$ cat config.mk
export PLATFORM = sky130hd
export DESIGN_NAME = la_ioanalog_arb
export DESIGN_NICKNAME = d
export VERILOG_FILES = /design/src/rtl/la_ioanalog_arb_pkg.sv /design/src/rtl/la_ioanalog_arb_rrarb.sv /design/src/rtl/la_ioanalog_arb.sv
export SDC_FILE = /design/constraint.sdc
export NUM_CORES = 1
export LEC_CHECK = 0
export ABC_AREA = 1
export CORE_ASPECT_RATIO = 0.75
export CORE_UTILIZATION = 47
export CTS_BUF_LIST = sky130_fd_sc_hd__clkbuf_16
export DETAILED_ROUTE_END_ITERATION = 10
export GPL_ROUTABILITY_DRIVEN = 0
export PLACE_DENSITY_LB_ADDON = 0.12
export SYNTH_ARGS = -nofsm -noshare
export SYNTH_HDL_FRONTEND = slang
export SYNTH_HIERARCHICAL = 1
export SYNTH_SLANG_ARGS = --single-unit
$ cat constraint.sdc
create_clock -name clk -period 2.2 [get_ports clk]
set_input_delay 0.22 -clock clk [delete_from_list [all_inputs] [get_ports clk]]
set_output_delay 0.22 -clock clk [all_outputs]
set_load 0.01 [all_outputs]
$ cat src/rtl/la_ioanalog_arb_pkg.sv
// Shared types and helpers for the analog pad arbiter.
//   state_t  : sequencer states IDLE -> BREAK -> MAKE -> ACTIVE
//   PATH_*   : encodings of the per-requester path select
//   onehot3  : path select -> one-hot switch enable (reserved path -> all off)
package la_ioanalog_arb_pkg;

  typedef enum logic [1:0] {
    IDLE   = 2'd0,
    BREAK  = 2'd1,
    MAKE   = 2'd2,
    ACTIVE = 2'd3
  } state_t;

  localparam logic [1:0] PATH_DIRECT = 2'd0;
  localparam logic [1:0] PATH_SMALLR = 2'd1;
  localparam logic [1:0] PATH_BIGR   = 2'd2;
  localparam logic [1:0] PATH_RSVD   = 2'd3;

  function automatic logic [2:0] onehot3(input logic [1:0] path);
    logic [2:0] sw;
    case (path)
      PATH_DIRECT: sw = 3'b001;
      PATH_SMALLR: sw = 3'b010;
      PATH_BIGR:   sw = 3'b100;
      PATH_RSVD:   sw = 3'b000;
      default:     sw = 3'b000;
    endcase
    return sw;
  endfunction

endpackage

$ cat src/rtl/la_ioanalog_arb_rrarb.sv
// Module: la_rrarb
// Round-robin picker: selects the first asserted request at or after ptr,
// wrapping around to index 0.  Purely combinational.
//   req     in  N   request vector
//   ptr     in  PW  round-robin start index
//   gnt     out N   one-hot winner (0 when no request)
//   gnt_idx out PW  binary index of the winner
//   any     out 1   at least one request present
module la_rrarb #(
  parameter int N  = 4,
  parameter int PW = 2
) (
  input  logic [N-1:0]  req,
  input  logic [PW-1:0] ptr,
  output logic [N-1:0]  gnt,
  output logic [PW-1:0] gnt_idx,
  output logic          any
);

  logic [N-1:0] hi_mask;
  logic [N-1:0] hi_req;

  generate
    for (genvar gi = 0; gi < N; gi++) begin : g_mask
      assign hi_mask[gi] = (PW'(gi) >= ptr);
    end
  endgenerate

  assign hi_req = req & hi_mask;
  assign any    = |req;

  // Downward scans leave the lowest set index; the at-or-after-ptr half
  // is scanned last so it overrides the wrapped half.
  always_comb begin
    gnt_idx = '0;
    for (int i = N - 1; i >= 0; i--) begin
      if (req[i]) gnt_idx = PW'(i);
    end
    for (int i = N - 1; i >= 0; i--) begin
      if (hi_req[i]) gnt_idx = PW'(i);
    end
  end

  generate
    for (genvar gi = 0; gi < N; gi++) begin : g_gnt
      assign gnt[gi] = any && (gnt_idx == PW'(gi));
    end
  endgenerate

endmodule

$ cat src/rtl/la_ioanalog_arb.sv
// Module: la_ioanalog_arb
// Shares one analog pad cell between NREQ core requesters.  Round-robin
// arbitration, break-before-make dead time, settle delay before grant.
// Optional build macro: LA_IOANALOG_ARB_TIMEOUT_EN (hold timeout + forced release).
// Ports:
//   clk, reset  clock, synchronous active-high reset
//   req         per-requester request level
//   req_path    2 bits per requester: 0=direct, 1=small R, 2=big R, 3=reserved
//   dead_cyc    break cycles (0 behaves as 1)
//   settle_cyc  settle cycles after make (0: grant together with make)
//   hold_max    max grant cycles, 0 = unlimited (timeout build only)
//   grant       one-hot grant, only while the path is settled
//   sw_en       one-hot analog path enable
//   busy        sequencer not idle
//   err_path    sticky: reserved path was arbitrated
//   timeout     one-cycle pulse on forced release (timeout build only)
module la_ioanalog_arb
  import la_ioanalog_arb_pkg::*;
#(
  parameter int NREQ    = 4,
  parameter int DEADW   = 4,
  parameter int SETTLEW = 8,
  parameter int HOLDW   = 12
) (
  input  logic                 clk,
  input  logic                 reset,
  input  logic [NREQ-1:0]      req,
  input  logic [2*NREQ-1:0]    req_path,
  input  logic [DEADW-1:0]     dead_cyc,
  input  logic [SETTLEW-1:0]   settle_cyc,
  input  logic [HOLDW-1:0]     hold_max,
  output logic [NREQ-1:0]      grant,
  output logic [2:0]           sw_en,
  output logic                 busy,
  output logic                 err_path,
  output logic                 timeout
);

  localparam int PW = $clog2(NREQ);
  localparam int CW = (DEADW > SETTLEW) ? DEADW : SETTLEW;

  state_t          state_reg;
  logic [PW-1:0]   ptr_reg;
  logic [PW-1:0]   win_reg;
  logic [1:0]      path_reg;
  logic [CW-1:0]   cnt_reg;
  logic [NREQ-1:0] grant_reg;
  logic [2:0]      sw_en_reg;
  logic            busy_reg;
  logic            err_reg;

  logic [NREQ-1:0] win_oh;
  logic [NREQ-1:0] eligible;
  logic [NREQ-1:0] arb_req;
  logic [PW-1:0]   arb_ptr;
  logic [PW-1:0]   ptr_inc;
  logic [NREQ-1:0] pick_oh;
  logic [PW-1:0]   pick_idx;
  logic            pick_any;
  logic [1:0]      pick_path;
  logic [CW-1:0]   dead_load;
  logic [CW-1:0]   settle_load;
  logic            win_req;
  logic            enter_active;
  logic            hold_hit;

  generate
    for (genvar gi = 0; gi < NREQ; gi++) begin : g_win
      assign win_oh[gi] = (win_reg == PW'(gi));
    end
  endgenerate

  assign win_req = req[win_reg];
  assign ptr_inc = (win_reg == PW'(NREQ - 1)) ? '0 : win_reg + 1'b1;

  // Counters hold "cycles remaining minus one"; a zero dead time still
  // gives one break cycle.
  assign dead_load   = (dead_cyc == '0) ? '0 : CW'(dead_cyc - 1'b1);
  assign settle_load = CW'(settle_cyc - 1'b1);

  assign enter_active = win_req && (cnt_reg == '0) &&
                        (((state_reg == BREAK) && (settle_cyc == '0)) ||
                         (state_reg == MAKE));

  // On release the next winner is chosen against the advanced pointer,
  // excluding the outgoing holder (it may still be high after a timeout).
  assign arb_req = (state_reg == ACTIVE) ? (eligible & ~win_oh) : eligible;
  assign arb_ptr = (state_reg == ACTIVE) ? ptr_inc : ptr_reg;

  la_rrarb #(.N(NREQ), .PW(PW)) u_rrarb (
    .req     (arb_req),
    .ptr     (arb_ptr),
    .gnt     (pick_oh),
    .gnt_idx (pick_idx),
    .any     (pick_any)
  );

  always_comb begin
    pick_path = '0;
    for (int i = 0; i < NREQ; i++) begin
      if (pick_oh[i]) pick_path = req_path[2*i +: 2];
    end
  end

`ifdef LA_IOANALOG_ARB_TIMEOUT_EN
  logic [HOLDW-1:0] hold_cnt_reg;
  logic             hold_lim_reg;
  logic [NREQ-1:0]  blocked_reg;
  logic             timeout_reg;

  // A req drop wins over a simultaneous expiry: that is an ordinary release.
  assign hold_hit = (state_reg == ACTIVE) && win_req && hold_lim_reg &&
                    (hold_cnt_reg == HOLDW'(1));
  assign eligible = req & ~blocked_reg;
  assign timeout  = timeout_reg;

  always_ff @(posedge clk) begin
    if (reset) begin
      hold_cnt_reg <= '0;
      hold_lim_reg <= 1'b0;
      blocked_reg  <= '0;
      timeout_reg  <= 1'b0;
    end else begin
      timeout_reg <= hold_hit;
      // A timed-out requester stays ineligible until it drops req once.
      blocked_reg <= (blocked_reg & req) | (hold_hit ? win_oh : '0);
      if (enter_active) begin
        hold_cnt_reg <= hold_max;
        hold_lim_reg <= |hold_max;
      end else if ((state_reg == ACTIVE) && (hold_cnt_reg > HOLDW'(1))) begin
        hold_cnt_reg <= hold_cnt_reg - 1'b1;
      end
    end
  end
`else
  logic unused_hold;
  assign unused_hold = ^hold_max;
  assign hold_hit    = 1'b0;
  assign eligible    = req;
  assign timeout     = 1'b0;
`endif

  always_ff @(posedge clk) begin
    if (reset) begin
      state_reg <= IDLE;
      ptr_reg   <= '0;
      win_reg   <= '0;
      path_reg  <= PATH_DIRECT;
      cnt_reg   <= '0;
      grant_reg <= '0;
      sw_en_reg <= '0;
      busy_reg  <= 1'b0;
      err_reg   <= 1'b0;
    end else begin
      case (state_reg)
        IDLE: begin
          grant_reg <= '0;
          sw_en_reg <= '0;
          if (pick_any) begin
            win_reg   <= pick_idx;
            path_reg  <= pick_path;
            cnt_reg   <= dead_load;
            state_reg <= BREAK;
            busy_reg  <= 1'b1;
            if (pick_path == PATH_RSVD) err_reg <= 1'b1;
          end
        end
        BREAK: begin
          if (!win_req) begin
            state_reg <= IDLE;
            busy_reg  <= 1'b0;
          end else if (cnt_reg == '0) begin
            sw_en_reg <= onehot3(path_reg);
            if (enter_active) begin
              state_reg <= ACTIVE;
              grant_reg <= win_oh;
            end else begin
              state_reg <= MAKE;
              cnt_reg   <= settle_load;
            end
          end else begin
            cnt_reg <= cnt_reg - 1'b1;
          end
        end
        MAKE: begin
          if (!win_req) begin
            state_reg <= IDLE;
            busy_reg  <= 1'b0;
            sw_en_reg <= '0;
          end else if (enter_active) begin
            state_reg <= ACTIVE;
            grant_reg <= win_oh;
          end else begin
            cnt_reg <= cnt_reg - 1'b1;
          end
        end
        ACTIVE: begin
          if (!win_req || hold_hit) begin
            grant_reg <= '0;
            sw_en_reg <= '0;
            ptr_reg   <= ptr_inc;
            if (pick_any) begin
              win_reg   <= pick_idx;
              path_reg  <= pick_path;
              cnt_reg   <= dead_load;
              state_reg <= BREAK;
              if (pick_path == PATH_RSVD) err_reg <= 1'b1;
            end else begin
              state_reg <= IDLE;
              busy_reg  <= 1'b0;
            end
          end
        end
        default: begin
          state_reg <= IDLE;
          busy_reg  <= 1'b0;
        end
      endcase
    end
  end

  assign grant    = grant_reg;
  assign sw_en    = sw_en_reg;
  assign busy     = busy_reg;
  assign err_path = err_reg;

endmodule

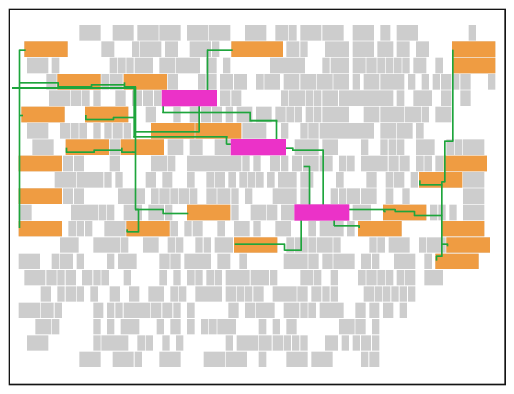
clock_wires.png
Scale: 6 px per um.
[green] clock wires | length: 331 um
[magenta] clock-net drivers | count: 3
[orange] flip-flops | count: 25
routed clock nets: 4

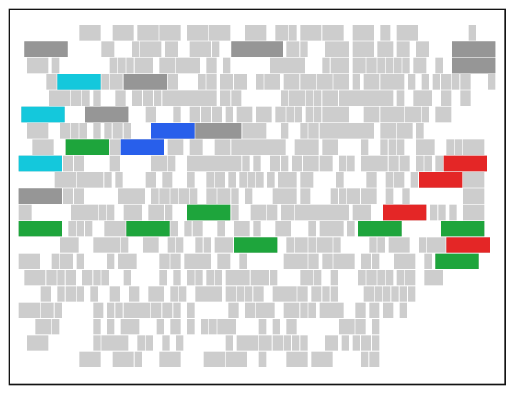
ff_map.png
Scale: 6 px per um.
[green] cnt_reg | flops: 8
[blue] state_reg | flops: 2
[cyan] sw_en | flops: 3
[red] grant | flops: 4 | where: right middle
not coloured: 8
final core utilization: 66.09%
sequential cell area share: 16.83%
Seq group: 0.000723 W

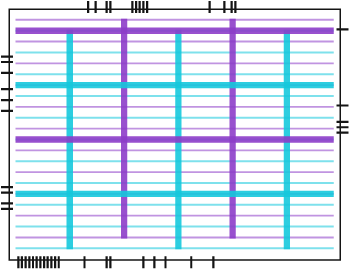
floorplan.png
Scale: 4 px per um. Pins as bars on the die edge.
[purple] VDD
[cyan] VSS
signal pins: 48
rows: 21

==> CHANGELOG.md <==
## Flow update

* Comb gates at approximately 290
* Worst Hold Class: register to register
* Clk pwr share at between 10% and 20%
* Worst skew pair latency at ~0.26 ns
* Dominant cell type by area after synthesis: dfxtp_1
* Internal cell power at 0.001825 W
* Sequential Area at between 500 and 600 sq um
* Reg2Reg Capture Point: path_reg[0]$_SDFFE_PP0P_
* NonClk Buf Share at between 15 and 20%
* GR Overflow Total at 0
* Failing checks: setup timing
* Largest net degree at the start of global routing at 16
* Global Route met1 Usage at 36.66%
* Cells after Synth at between 300 and 400
* Initial DRC count at approximately 190
* Buffers on Ports at 34
* Hold Fails Final Rpt at 0
* Non-clk invs at 50
* Worst path cell trace: inv_2, buf_4, ha_1, a21boi_1, buf_4, nand3_1, nand3_2, nand2_4, nor2_1, a21oi_1, a21oi_1, nand2_1, nand2_1, nor2_2, a21oi_1, nor2_1
* CTS root buf: clkbuf_16
* Final WL at between 5000 and 6000 um
* Finished Layout Cells at a little under 500
* Peak supply drop at slightly above 0.7 mV
* Vias per cell at 5.112
* Compound Share, Synth at approximately 16%
* WL met2 at between 2000 and 2500 um
* Final period util at 102.9%
* CLK BUF at 3
* RSZ-0062 raised after global routing: yes
* GR Util All Layers at around a quarter
* Fmax achieved at about 0.44 GHz
* Clk sink count at 25
* Hold EP: err_path$_SDFFE_PP0P_
* Die Ht at 62.30 um
* Final setup violation count at 4
* Run status: finished, violations left
* Count of different cell masters after synthesis at 36
* Flops at 25
* Vias at between 2,000 and 2,500
* Worst setup path end: path_reg[0]$_SDFFE_PP0P_
* Top cell class by occupied area: multi-input combinational cells
* Power in the clock group at 0.000416 W
* Post-CTS Repair Setup Buffers at 0
* Setup slack after layout at -0.06290 ns
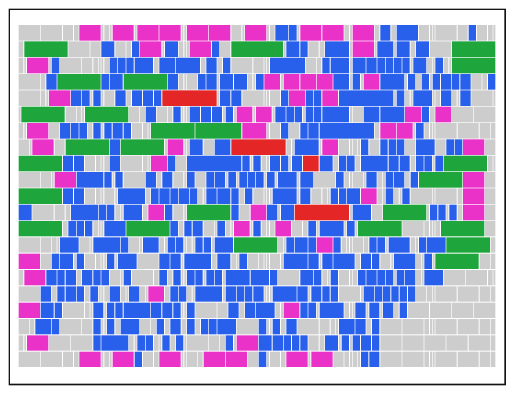
class_map.png
Scale: 6 px per um. Fill, decap, tap and diode cells in grey.
[magenta] remaining buffers and delay cells | cells: 59 | share of their area: 18%
[blue] remaining logic cells | cells: 337 | share of their area: 62%
[red] clock drivers and dummy loads | cells: 4 | share of their area: 2.8%
[green] registers | cells: 25 | share of their area: 17%
Design Area, Final: 0.003004 sq mm
row cnt: 21
core area: 0.004546 sq mm

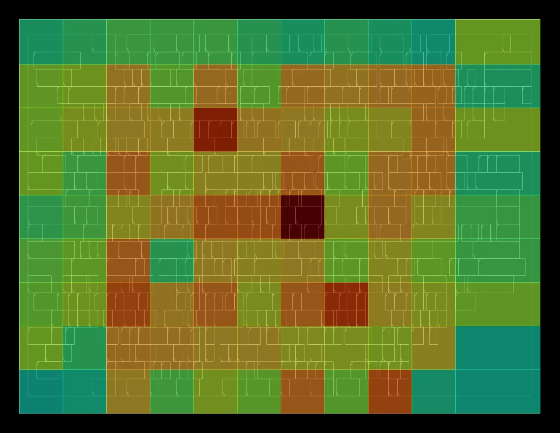
congestion_map.png
met2 GRT Util: 35.12%
gr busiest metal: met1
WL per Instance: 12.18 um
Global Route met3 Usage: 3.824%

Power and IR drop assume default switching activity.
